[config.mk]
export PLATFORM = sky130hd
export DESIGN_NAME = dcj11_bus_master
export DESIGN_NICKNAME = d
export VERILOG_FILES = /design/src/rtl/dcj11_bus_pkg.sv /design/src/rtl/dcj11_bus_master.sv
export SDC_FILE = /design/constraint.sdc
export NUM_CORES = 1
export LEC_CHECK = 0
export CAP_MARGIN = 10
export CORE_MARGIN = 2
export CORE_UTILIZATION = 50
export CTS_CLUSTER_DIAMETER = 40
export DETAILED_ROUTE_END_ITERATION = 16
export PLACE_DENSITY = 0.84
export SLEW_MARGIN = 0
export SYNTH_ARGS = -nofsm -noshare
export SYNTH_HDL_FRONTEND = slang
export SYNTH_SLANG_ARGS = --single-unit
[constraint.sdc]
create_clock -name clk -period 5.3 [get_ports clk]
set_clock_uncertainty 0.05 [all_clocks]
set_input_delay 1.06 -clock clk [delete_from_list [all_inputs] [get_ports clk]]
set_output_delay 1.06 -clock clk [all_outputs]
set_load 0.05 [all_outputs]
[src/rtl/dcj11_bus_pkg.sv]
// Shared DCJ11 bus definitions: AIO cycle codes, bus-master state encoding
// and cycle classification, reused by the responder decode.
package dcj11_bus_pkg;

  localparam logic [3:0] NONIO        = 4'b1111;
  localparam logic [3:0] GPREAD       = 4'b1110;
  localparam logic [3:0] INTACK       = 4'b1101;
  localparam logic [3:0] IREADRQ      = 4'b1100;
  localparam logic [3:0] RMWNBL       = 4'b1011;
  localparam logic [3:0] RMWBL        = 4'b1010;
  localparam logic [3:0] DREAD        = 4'b1001;
  localparam logic [3:0] IREADDM      = 4'b1000;
  localparam logic [3:0] GPWRITE      = 4'b0101;
  localparam logic [3:0] BUSBYTEWRITE = 4'b0011;
  localparam logic [3:0] BUSWORDWRITE = 4'b0001;

  typedef enum logic [2:0] {
    S_IDLE  = 3'd0,
    S_ADDR  = 3'd1,
    S_AHOLD = 3'd2,
    S_DATA  = 3'd3,
    S_STRB  = 3'd4,
    S_REC   = 3'd5
  } bus_state_t;

  function automatic logic is_write(input logic [3:0] code);
    return (code == BUSBYTEWRITE) || (code == BUSWORDWRITE) || (code == GPWRITE);
  endfunction

  function automatic int max_int(input int a, input int b);
    return (a > b) ? a : b;
  endfunction

endpackage

[src/rtl/dcj11_bus_master.sv]
// DCJ11-side DAL/AIO bus-cycle initiator: runs one command at a time through
// address, address-hold, data, strobe and recovery phases.
module dcj11_bus_master
  import dcj11_bus_pkg::*;
#(
  parameter int T_ASU  = 2,
  parameter int T_AHLD = 2,
  parameter int T_DSU  = 3,
  parameter int T_SCTL = 4,
  parameter int T_REC  = 2
) (
  input  logic        clk,
  input  logic        reset_n,
  input  logic        cmd_valid,
  output logic        cmd_ready,
  input  logic [3:0]  cmd_aio,
  input  logic [15:0] cmd_addr,
  input  logic [15:0] cmd_wdata,
  output logic        rsp_valid,
  output logic [15:0] rsp_rdata,
  output logic [15:0] dal_out,
  output logic        dal_oe,
  input  logic [15:0] dal_in,
  output logic [3:0]  aio,
  output logic        ale_n,
  output logic        sctl_n,
  output logic        bufctl_n
);

  localparam int T_MAX = max_int(max_int(max_int(T_ASU, T_AHLD), max_int(T_DSU, T_SCTL)), T_REC);
  localparam int CW    = $clog2(T_MAX + 1);

  typedef logic [CW-1:0] cnt_t;
  localparam cnt_t CNT_ONE = cnt_t'(1);

  if (T_ASU < 1 || T_AHLD < 1 || T_DSU < 1 || T_SCTL < 1 || T_REC < 1) begin : g_param_check
    $error("dcj11_bus_master: all phase timing parameters must be at least 1");
  end

  bus_state_t  state_reg, state_next;
  cnt_t        cnt_reg, cnt_next;
  logic [3:0]  aio_reg;
  logic [15:0] addr_reg;
  logic [15:0] wdata_reg;
  logic        write_reg;

  logic        accept;
  logic        phase_done;
  logic        capture_read;
  logic [15:0] write_data;

  assign accept       = (state_reg == S_IDLE) && cmd_valid && cmd_ready;
  assign phase_done   = (cnt_reg == CNT_ONE);
  assign capture_read = (state_reg == S_STRB) && phase_done && !write_reg;
  // Byte writes replicate the low byte so the responder finds it on either lane.
  assign write_data   = (aio_reg == BUSBYTEWRITE) ? {wdata_reg[7:0], wdata_reg[7:0]} : wdata_reg;

  always_comb begin
    state_next = state_reg;
    cnt_next   = cnt_reg;
    case (state_reg)
      S_IDLE: begin
        if (accept) begin
          state_next = S_ADDR;
          cnt_next   = cnt_t'(T_ASU);
        end
      end
      S_ADDR: begin
        if (phase_done) begin
          state_next = S_AHOLD;
          cnt_next   = cnt_t'(T_AHLD);
        end else begin
          cnt_next = cnt_reg - CNT_ONE;
        end
      end
      S_AHOLD: begin
        if (phase_done) begin
          state_next = S_DATA;
          cnt_next   = cnt_t'(T_DSU);
        end else begin
          cnt_next = cnt_reg - CNT_ONE;
        end
      end
      S_DATA: begin
        if (phase_done) begin
          state_next = S_STRB;
          cnt_next   = cnt_t'(T_SCTL);
        end else begin
          cnt_next = cnt_reg - CNT_ONE;
        end
      end
      S_STRB: begin
        if (phase_done) begin
          state_next = S_REC;
          cnt_next   = cnt_t'(T_REC);
        end else begin
          cnt_next = cnt_reg - CNT_ONE;
        end
      end
      S_REC: begin
        if (phase_done) begin
          state_next = S_IDLE;
          cnt_next   = '0;
        end else begin
          cnt_next = cnt_reg - CNT_ONE;
        end
      end
      default: begin
        state_next = S_IDLE;
        cnt_next   = '0;
      end
    endcase
  end

  // Bus outputs are decoded from the next state so every pin is a flop.
  always_ff @(posedge clk) begin
    if (!reset_n) begin
      state_reg <= S_IDLE;
      cnt_reg   <= '0;
      aio_reg   <= NONIO;
      addr_reg  <= '0;
      wdata_reg <= '0;
      write_reg <= 1'b0;
      cmd_ready <= 1'b0;
      rsp_valid <= 1'b0;
      rsp_rdata <= '0;
      dal_out   <= '0;
      dal_oe    <= 1'b0;
      aio       <= NONIO;
      ale_n     <= 1'b1;
      sctl_n    <= 1'b1;
      bufctl_n  <= 1'b1;
    end else begin
      state_reg <= state_next;
      cnt_reg   <= cnt_next;
      rsp_valid <= 1'b0;

      if (accept) begin
        aio_reg   <= cmd_aio;
        addr_reg  <= cmd_addr;
        wdata_reg <= cmd_wdata;
        write_reg <= is_write(cmd_aio);
      end

      if (capture_read) begin
        rsp_rdata <= dal_in;
      end

      case (state_next)
        S_ADDR, S_AHOLD: begin
          cmd_ready <= 1'b0;
          dal_oe    <= 1'b1;
          dal_out   <= accept ? cmd_addr : addr_reg;
          aio       <= accept ? cmd_aio : aio_reg;
          ale_n     <= (state_next != S_AHOLD);
          sctl_n    <= 1'b1;
          bufctl_n  <= 1'b1;
        end
        S_DATA, S_STRB: begin
          // Reads release DAL in the same cycle the responder buffer turns on.
          cmd_ready <= 1'b0;
          dal_oe    <= write_reg;
          dal_out   <= write_reg ? write_data : 16'h0000;
          aio       <= aio_reg;
          ale_n     <= 1'b0;
          sctl_n    <= (state_next != S_STRB);
          bufctl_n  <= write_reg;
        end
        S_REC: begin
          cmd_ready <= 1'b0;
          rsp_valid <= (state_reg == S_STRB);
          dal_oe    <= 1'b0;
          dal_out   <= '0;
          aio       <= NONIO;
          ale_n     <= 1'b1;
          sctl_n    <= 1'b1;
          bufctl_n  <= 1'b1;
        end
        default: begin
          cmd_ready <= 1'b1;
          dal_oe    <= 1'b0;
          dal_out   <= '0;
          aio       <= NONIO;
          ale_n     <= 1'b1;
          sctl_n    <= 1'b1;
          bufctl_n  <= 1'b1;
        end
      endcase
    end
  end

endmodule

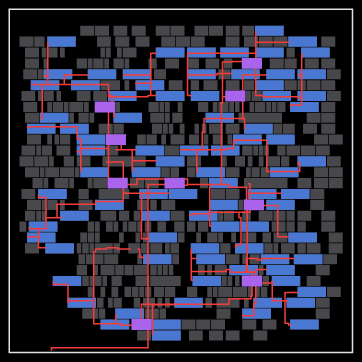
Figure 1: run 1, clock network drawn from the DEF.
Drawn at 4 px/µm.
purple -> cells driving clock nets  # count 9
red -> clock wires  # length 890 µm
blue -> flip-flops  # count 85
routed clock nets = 10
flops lie = all over the die

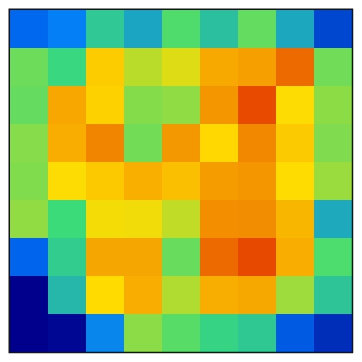
Figure 2: run 1, local utilization.
Drawn at 4 px/µm. The die is cut into 9 by 9 equal tiles; dark blue is low, red is high, 0 to 100% covered.
emptiest ninth of the die = bottom left
fullest tile = 92%
tiles over 75% full = 38%
mean over tiles = 61%

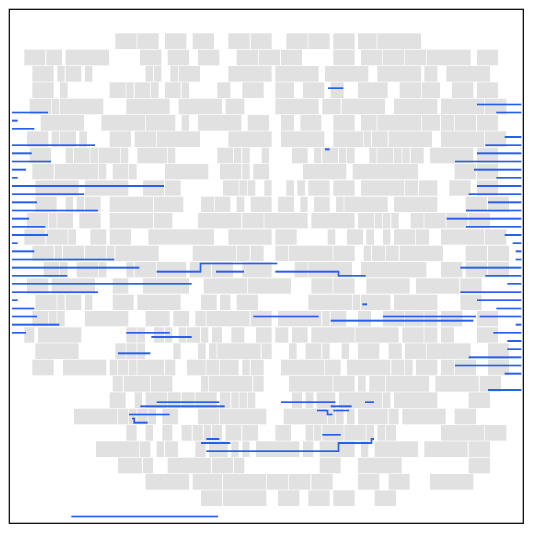
Figure 3: run 1, M3 wires.
Drawn at 6 px/µm. Cells faint in the background.
longest straight run = 29.7 µm
wire length on this layer = 629 µm
nets with wire on the layer = 78
share of all routed wire = 8.2%
main direction = horizontal

==> job_summary.md, run 1 <==
### Yosys + OpenROAD results

| Metric | Value |
|---|---|
| Crit Path Max Fanout | `25` |
| Cell type taking the most area | `sequential cells` |
| Nets | `497` |
| Number of fill cells in the layout | `496` |
| Final setup TNS | `0 ns` |
| Crit path time final | `2.76 ns` |
| Clock Latency Late Sink | `between 0.3 and 0.4 ns` |
| Asr flop ratio synth | `0` |
| Adder Area Share | `0.00755` |
| Flops | `85` |
| Max incr delay on CP | `0.89 ns` |
| CP Depth | `5` |
| Die ar. | `approximately 7300 µm²` |
| Post-detail-place hpwl | `between 5000 and 6000 µm` |
| GRT Total Usage | `0.215` |
| Final Cell Area | `4540 µm²` |
| Worst r2r path cells | `5` |
| RR Startpoint | `cnt_reg[0]$_SDFFE_PN0P_` |
| CTS tree | `yes` |
| Tool warnings | `27` |
| Crit. End Element | `register` |
| RSZ-0062 raised after global routing | `no` |
| Fin. max-slew vios | `0` |
| Commonest flop | `dfxtp_1` |
| Total grt overflow | `0` |
| Well Taps | `just under 80` |
| Cells after Synth | `354` |
| Detailed Route WL | `7690 µm` |
| Flops out of synthesis | `85` |
| Post-route ant nets | `0` |
| Status | `finished clean` |
| Clk. pwr | `0.000549 W` |
| First-pass GRT wire length | `12,500 µm` |
| Post-Synthesis Cell Area | `3320 µm²` |
| Multi-input gates | `242` |
| Cell with the most instances after synthesis | `dfxtp_1` |
| Layout clock buffers | `11` |
| IO Count | `between 90 and 100` |
| DP Area | `4290 µm²` |
| Most used logic cell in the final layout | `clkdlybuf4s50_1` |
| Fin crit share | `0.520` |
| Final worst setup slack | `2.54 ns` |
| DRT Pass-1 Iters | `4` |
| FF/Latch Area | `1700 µm²` |
| Sequential power share | `0.478` |
| Residual DRC | `0` |
| CTS H-Tree Depth | `3` |
| Internal power | `around 0.0011 W` |
| Non-Clock Buffer Area Fraction | `0.214` |
| Wirelength per Cell | `between 10 and 15 µm` |
| Reg clk slew, reported paths | `0.08 ns` |
| Maximum clock insertion buffer count | `2` |
| Post-CTS Resized | `0` |
| Multi-input gate area | `1510 µm²` |
| P_seq | `a little under 0.0007 W` |
| Avg Cell Area, Syn | `9.37 µm²` |
| Hold Fails Final Rpt | `0` |
| Tot Pwr | `0.00144 W` |
| Yosys simple share | `0.187` |
| Yosys Instances | `354` |
| Worst vdd ir | `0.217 mV` |
| Min-delay src | `wdata_reg[9]$_SDFFE_PN0N_` |
| Static leakage | `1.67 nW` |
| WP data required | `5.52 ns` |
| Chip width | `85.4 µm` |
| Layout area overhead | `36.9%` |
| Combinational share of cell area | `0.332` |
| Post-synthesis chip area from yosys | `approximately 3300 µm²` |
| WL met1 | `3270 µm` |
| Std-Cell Rows | `29` |
| Final setup violation count | `0` |
| Crit path max-delay cell type | `nor4_4` |
| FF-to-FF End | `dal_out[14]$_SDFF_PN0_` |
| Sw Pwr | `0.000349 W` |
| Comb. pwr | `0.000202 W` |
| CP startpoint kind | `input pin` |
| Chip height | `85.4 µm` |
| Met2 Use GR | `0.362` |
| Flip-flops with a built-in enable | `0` |
| Post-Layout Cell Count | `~520` |
| PwrDens | `roughly 320 nW/µm²` |
| DRT iter0 DRCs | `around 120` |
| Hold Crit Class | `reg2reg` |
| Layout cell share with drive strength beyond 1 | `0.0494` |
| Grt met1 use | `0.260` |
| Core area | `6390 µm²` |
| Synth unique cells | `38` |
| CP startpoint | `cmd_valid` |
| Met2 wire len | `3720 µm` |
| Utilization after layout | `0.711` |
| M3 GR Usage | `0.0661` |
| Synthesis Warnings | `0` |
| Seq area share | `0.375` |
| Via count | `2,783` |
| Final GP Congestion | `0.768` |
| Largest net degree at the start of global routing | `roughly 69` |
| Clk cell area share | `0.0549` |
| Placed Cells | `506` |
| Post-synth top cells | `dfxtp_1, nand2_1, a21boi_0, mux2i_1, nor2b_1` |
| Antenna diodes | `0` |
| Max-cap violations | `0` |
| Worst hold path depth | `2` |
| Most used routing layer | `met2` |
| Highest-count cells in the layout ignoring fill and taps | `clkdlybuf4s50_1, dfxtp_1, nand2_1` |
| Flop2flop setup slack | `2.84 ns` |
| Ordered list of cells on the worst path | `clkdlybuf4s50_1 > nand2_1 > nor4_4 > nand4b_1 > a21boi_0` |
| Inverters | `4` |
| Ao+oa area frac | `0.174` |
| # clock sinks | `85` |
| Met3 Wirelength | `628 µm` |
| Initial core utilization | `0.519` |
| Slew headroom | `0.214` |
| Max power group | `sequential cells` |
| Post-CTS setup buffer count | `0` |
| Combinational share of power | `0.140` |
| Sw Ratio | `0.243` |
| Pre-CTS WS | `around 2.2 ns` |
| Port Buffers | `96` |
| CTS Buf Count | `9` |
| Buffers, non-clock | `98` |
| Highest clock rate | `363 MHz` |
| Hold Worst Slack | `~0.41 ns` |
| Fraction of synthesized cell area in xor and xnor cells | `0.00264` |
| Worst Setup Path Type | `in2reg` |
| Clock power share | `0.381` |
| Area leader share | `0.513` |
| Vias/cell | `5.33` |
| Main logic family after synthesis | `simple AND/OR/NAND/NOR gates` |
==> inputs of run 2 (changes only) <==
Settings changed: CORE_UTILIZATION 50 to 47, PLACE_DENSITY 0.84 to 0.79.
Clock period 5.3 ns to 2.8 ns, I/O delays scaled along.
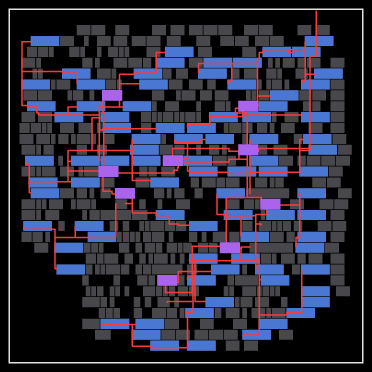
Figure 4: run 2, clock network drawn from the DEF.
Drawn at 4 px/µm.
purple -> cells driving clock nets  # count 9
blue -> flip-flops  # count 85
red -> clock wires  # length 902 µm
routed clock nets = 10
flops lie = all over the die

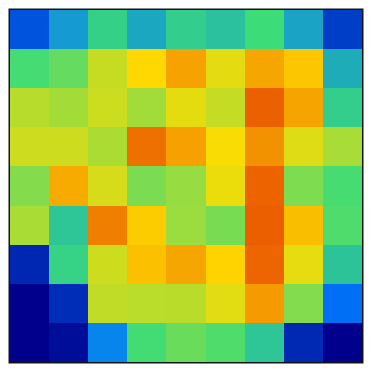
Figure 5: run 2, local utilization.
Drawn at 4 px/µm. The die is cut into 9 by 9 equal tiles; dark blue is low, red is high, 0 to 100% covered.
mean over tiles = 58%
emptiest ninth of the die = bottom left
nearly empty tiles = 3.7%
fullest tile = 89%
tiles over 75% full = 25%

==> run 2 against run 1 <==
Against the previous run:
- via count is 0.54% higher
- synthesized cell count unchanged
- final area rose by 0.83%
- global-route usage decreased by 0.74 points
- largest cell class unchanged
==> job_summary.md, run 2 <==
### Yosys + OpenROAD results

| Metric | Value |
|---|---|
| Layout area overhead | `38.0%` |
| Main logic family after synthesis | `simple AND/OR/NAND/NOR gates` |
| WP data required | `2.99 ns (-2.53 ns)` |
| Post-Synthesis Cell Area | `3320 µm² (unchanged)` |
| PwrDens | `574 nW/µm² (+81%)` |
| Post-synthesis chip area from yosys | `3320 µm² (unchanged)` |
| Highest-count cells in the layout ignoring fill and taps | `clkdlybuf4s50_1, dfxtp_1, nand2_1` |
| Worst vdd ir | `0.340 mV (+57%)` |
| Die ar. | `7740 µm² (+6.1%)` |
| Final worst setup slack | `0.652 ns (-1.89 ns)` |
| Met3 Wirelength | `526 µm (-16%)` |
| Layout cell share with drive strength beyond 1 | `0.0622 (+0.0128)` |
| Final Cell Area | `4580 µm² (+0.83%)` |
| Detailed Route WL | `7620 µm (-0.97%)` |
| Pre-CTS WS | `0.385 ns (-1.84 ns)` |
| Sw Ratio | `0.256 (+0.0137)` |
| Flop2flop setup slack | `0.65 ns (-2.19 ns)` |
| DRT iter0 DRCs | `133 (+7.3%)` |
| M3 GR Usage | `0.0688 (+0.00266)` |
| Inverters | `4 (unchanged)` |
| Cell type taking the most area | `sequential cells` |
| Tot Pwr | `0.00263 W (+83%)` |
| Chip width | `88.0 µm (+3.0%)` |
| GRT Total Usage | `0.207 (-0.00743)` |
| Non-Clock Buffer Area Fraction | `0.222 (+0.00809)` |
| Hold Fails Final Rpt | `0 (unchanged)` |
| Post-detail-place hpwl | `5290 µm (+0.59%)` |
| Worst Setup Path Type | `reg2reg` |
| Slew headroom | `0.470 (+0.256)` |
| Yosys simple share | `0.187 (unchanged)` |
| Layout clock buffers | `9 (-2)` |
| Nets | `503 (+1.2%)` |
| Min-delay src | `wdata_reg[12]$_SDFFE_PN0N_` |
| Most used routing layer | `met2` |
| Asr flop ratio synth | `0 (unchanged)` |
| Synthesis Warnings | `0 (unchanged)` |
| Fin crit share | `0.767` |
| Flip-flops with a built-in enable | `0 (unchanged)` |
| DRT Pass-1 Iters | `5 (+1)` |
| Worst r2r path cells | `4 (-1)` |
| Seq area share | `0.372 (-0.00307)` |
| Post-CTS setup buffer count | `0 (unchanged)` |
| Tool warnings | `27 (unchanged)` |
| WL met1 | `3290 µm (+0.43%)` |
| FF/Latch Area | `1700 µm² (unchanged)` |
| # clock sinks | `85 (unchanged)` |
| Static leakage | `1.69 nW (+0.68%)` |
| Utilization after layout | `0.674 (-0.0372)` |
| Reg clk slew, reported paths | `0.08 ns (about the same)` |
| Vias/cell | `5.12 (-3.9%)` |
| Hold Crit Class | `reg2reg` |
| Final GP Congestion | `0.876 (+14%)` |
| RR Startpoint | `state_reg[2]$_SDFF_PN0_` |
| Post-synth top cells | `dfxtp_1, nand2_1, a21boi_0, mux2i_1, nor2b_1` |
| Antenna diodes | `0 (unchanged)` |
| CP startpoint | `state_reg[2]$_SDFF_PN0_` |
| Crit path max-delay cell type | `dfxtp_1` |
| Chip height | `88.0 µm (+3.0%)` |
| Initial core utilization | `0.488 (-0.0312)` |
| Area leader share | `0.513 (unchanged)` |
| Port Buffers | `96 (unchanged)` |
| Grt met1 use | `0.263 (+0.00284)` |
| Status | `finished clean` |
| P_seq | `0.00130 W (+89%)` |
| Buffers, non-clock | `104 (+6.1%)` |
| RSZ-0062 raised after global routing | `no` |
| Maximum clock insertion buffer count | `2 (unchanged)` |
| Via count | `2,798 (+0.54%)` |
| Final setup TNS | `0 ns (unchanged)` |
| Placed Cells | `531 (+4.9%)` |
| DP Area | `4360 µm² (+1.6%)` |
| Most used logic cell in the final layout | `clkdlybuf4s50_1` |
| Hold Worst Slack | `0.405 ns (-0.00375 ns)` |
| Comb. pwr | `0.000388 W (+92%)` |
| Combinational share of cell area | `0.329 (-0.00272)` |
| First-pass GRT wire length | `12,400 µm (-0.45%)` |
| Multi-input gate area | `1510 µm² (unchanged)` |
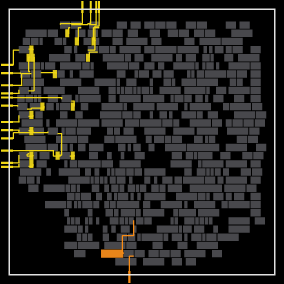
Figure 6: run 2, port wiring.
Drawn at 3 px/µm.
yellow -> dal_in  # bits 16, direction input, edge 12 left, 4 top, end cells 16, buffers 16, wire 215 µm
orange -> cmd_ready  # bits 1, direction output, edge bottom, end cells 1, buffers 1, wire 22.0 µm

==> inputs of run 3 (changes only) <==
Clock period 2.8 ns to 2.15 ns, I/O delays scaled along.
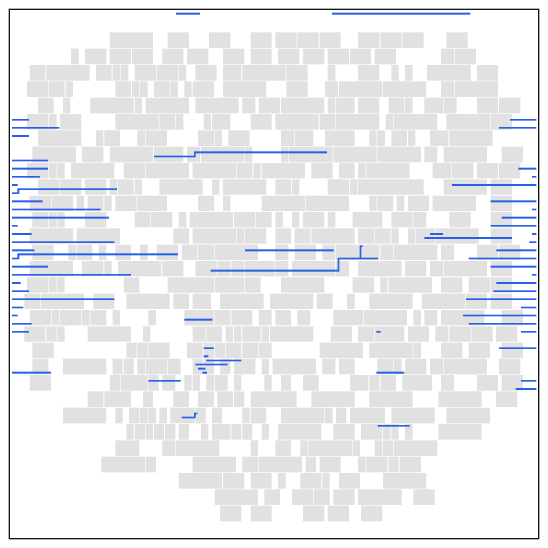
Figure 7: run 3, M3 wires.
Drawn at 6 px/µm. Cells faint in the background.
share of all routed wire = 6.2%
wire length on this layer = 485 µm

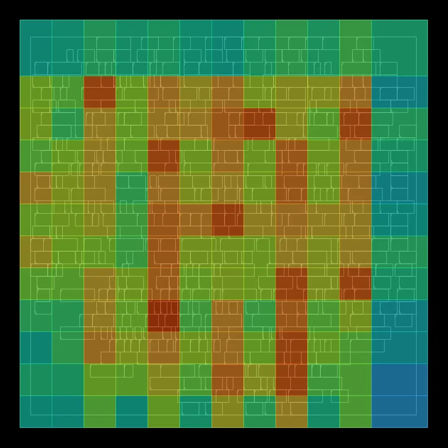
Figure 8: run 3, routing congestion.
GRT Total Usage: 0.205
met2 Use GR: 0.343
utilization after layout: 0.686

==> run 3 against run 2 <==
Against the previous run:
- clock power is about 20% higher
- area after synthesis unchanged
- global-route usage is 0.18 points lower
- worst hold slack barely moved
- non-clock buffer count rose by 10
- first-iteration DRC count shrank 21%
- flip-flop count is the same
- register-to-register slack got worse by 0.45 ns
- wire length grew 2.3%
- critical path type is now reg2out
- critical endpoint is now cmd_ready
- largest power group unchanged
- highest routed layer unchanged
==> job_summary.md, run 3 <==
### Yosys + OpenROAD results

| Metric | Value |
|---|---|
| Largest net degree at the start of global routing | `49` |
| M3 GR Usage | `0.0622 (-0.00660)` |
| Post-synthesis chip area from yosys | `3320 µm² (unchanged)` |
| Chip width | `88.0 µm (unchanged)` |
| Fraction of synthesized cell area in xor and xnor cells | `0.00264` |
| CTS Buf Count | `9` |
| Flops out of synthesis | `between 80 and 90` |
| Residual DRC | `0` |
| Max power group | `sequential cells` |
| Inverters | `4 (unchanged)` |
| Hold Crit Class | `in2reg` |
| Initial core utilization | `0.488 (unchanged)` |
| Final Cell Area | `4660 µm² (+1.8%)` |
| Combinational share of power | `0.163` |
| Number of fill cells in the layout | `533` |
| Main logic family after synthesis | `simple AND/OR/NAND/NOR gates` |
| Slew headroom | `0.652 (+0.182)` |
| Highest clock rate | `490 MHz` |
| Hold Worst Slack | `0.405 ns (-0.000134 ns)` |
| Vias in the first global route | `2,639` |
| Static leakage | `1.74 nW (+3.1%)` |
| Worst r2r path cells | `7 (+3)` |
| Fin crit share | `0.948` |
| Layout cell share with drive strength beyond 1 | `0.0824 (+0.0202)` |
| CTS tree | `yes` |
| Maximum clock insertion buffer count | `2 (unchanged)` |
| Nets | `513 (+2.0%)` |
| FF/Latch Area | `1700 µm² (unchanged)` |
| WP data required | `1.67 ns (-1.32 ns)` |
| CP Depth | `1` |
| Worst-Margin Slew | `0.516 ns` |
| Asr flop ratio synth | `0 (unchanged)` |
| Area leader share | `0.513 (unchanged)` |
| Yosys Instances | `354` |
| DRT Pass-1 Iters | `4 (-1)` |
| Fin. max-slew vios | `0` |
| Grt met1 use | `0.259 (-0.00386)` |
| Crit path buffers/inverters | `1` |
| Most used routing layer | `met2` |
| Adder Area Share | `0.00755` |
| Wirelength per Cell | `between 10 and 15 µm` |
| Mapped Nets | `411` |
| Final GP Congestion | `0.827 (-5.6%)` |
| Final worst setup slack | `0.111 ns (-0.541 ns)` |
| DP Area | `4450 µm² (+2.1%)` |
| Post-synth top cells | `dfxtp_1, nand2_1, a21boi_0, mux2i_1, nor2b_1` |
| Synthesis Warnings | `0 (unchanged)` |
| Crit Path Max Fanout | `4` |
| Top cells by area | `dfxtp_1, nand2_1, mux2i_1` |
| CP startpoint | `cmd_ready$_SDFF_PN0_` |
| Avg Cell Area, Syn | `approximately 9.4 µm²` |
| Post-CTS setup buffer count | `0 (unchanged)` |
| CTS root buf | `clkbuf_8` |
| CP startpoint kind | `register` |
| First-pass GRT wire length | `12,300 µm (-0.94%)` |
| Port Buffers | `96 (unchanged)` |
| Tot Pwr | `0.00336 W (+28%)` |
| Multi-input gates | `242` |
| Pre-CTS WS | `-0.0713 ns (-0.456 ns)` |
| Ao+oa area frac | `0.174` |
| Yosys simple share | `0.187 (unchanged)` |
| PwrDens | `721 nW/µm² (+26%)` |
| Max incr delay on CP | `0.82 ns` |
| Buffers, non-clock | `114 (+9.6%)` |
| Cell with the most instances after synthesis | `dfxtp_1` |
| Post-CTS Hold Fix Bufs | `0` |
| Layout clock buffers | `11 (+2)` |
| Antenna violations before repair | `0` |
| Synth unique cells | `38` |
| Ordered list of cells on the worst path | `clkdlybuf4s50_1` |
| Well Taps | `96` |
| Post-synthesis sequential area ratio | `0.513` |
| CTS H-Tree Depth | `3` |
| Core area | `6790 µm²` |
| Top sig layer | `met4` |
| Mux share | `0.0785` |
| # clock sinks | `85 (unchanged)` |
| Hold Fails Final Rpt | `0 (unchanged)` |
| Clock power share | `0.335` |
| Via count | `2,824 (+0.93%)` |
| Status | `finished clean` |
| Max-cap violations | `0` |
| Met3 Wirelength | `485 µm (-7.8%)` |
| Detailed Route WL | `7800 µm (+2.3%)` |
| IO Count | `97` |
| CP endpoint | `cmd_ready` |
| Comb. pwr | `0.000546 W (+41%)` |
| Cell type taking the most area | `sequential cells` |
| Highest-count cells in the layout ignoring fill and taps | `clkdlybuf4s50_1, dfxtp_1, nand2_1` |
| Crit path DAT | `1.56 ns` |
| Worst Setup Path Type | `reg2out` |
| Flop2flop setup slack | `0.20 ns (-0.45 ns)` |
| Non-Clock Buffer Area Fraction | `0.240 (+0.0175)` |
| Vias/cell | `5.07 (-1.1%)` |
| Placed Cells | `540 (+1.7%)` |
| Tool warnings | `27 (unchanged)` |
| Reg clk slew, reported paths | `0.08 ns (about the same)` |
| Clk cell area share | `0.0430` |
| Crit. End Element | `output port` |
| FF-to-FF End | `aio[0]$_SDFF_PN1_` |
| Multi-input gate area | `1510 µm² (unchanged)` |
| Yosys top cell by area | `dfxtp_1` |
| P_seq | `0.00169 W (+30%)` |
| Sequential power share | `0.502` |
| Commonest flop | `dfxtp_1` |
| RR Startpoint | `cnt_reg[1]$_SDFFE_PN0P_` |
| Crit path max-delay cell type | `clkdlybuf4s50_1` |
| Total grt overflow | `0` |
| Cells after Synth | `354` |
| RSZ-0062 raised after global routing | `no` |
| Die ar. | `7740 µm² (unchanged)` |
| Flops | `roughly 85` |
| CP top delay family | `buffers and inverters` |
| Worst hold path depth | `2` |
| WL met1 | `3410 µm (+3.8%)` |
| Chip height | `88.0 µm (unchanged)` |
| Flip-flops with a built-in enable | `0 (unchanged)` |
| Final setup TNS | `0 ns (unchanged)` |
| Most used logic cell in the final layout | `clkdlybuf4s50_1` |
| Met2 wire len | `approximately 3800 µm` |
| Sw Pwr | `~0.0009 W` |
| Post-Synthesis Cell Area | `3320 µm² (unchanged)` |
| Post-route ant nets | `0` |
| Sw Ratio | `0.261 (+0.00479)` |
| Layout area overhead | `40.5%` |
| Seq area share | `0.365 (-0.00659)` |
| Clk. pwr | `0.00113 W` |
| Worst vdd ir | `0.401 mV (+18%)` |
| Min-delay src | `reset_n` |
| Final setup violation count | `0` |
| DRT iter0 DRCs | `105 (-21%)` |
| Std-Cell Rows | `30` |
| Post-detail-place hpwl | `5490 µm (+3.7%)` |
| Antenna diodes | `0 (unchanged)` |
| Combinational share of cell area | `0.323 (-0.00583)` |
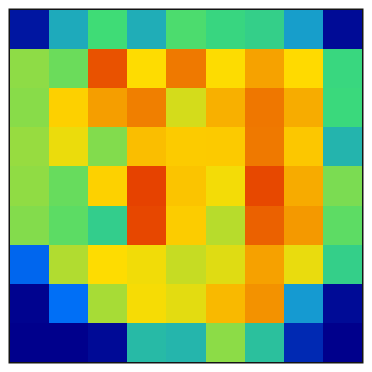
Figure 9: run 3, local utilization.
Drawn at 4 px/µm. The die is cut into 9 by 9 equal tiles; dark blue is low, red is high, 0 to 100% covered.
nearly empty tiles = 4.9%
emptiest ninth of the die = bottom left
tiles over 75% full = 33%
fullest tile = 93%

No activity file was given, so power comes from the tool's default toggle rates.
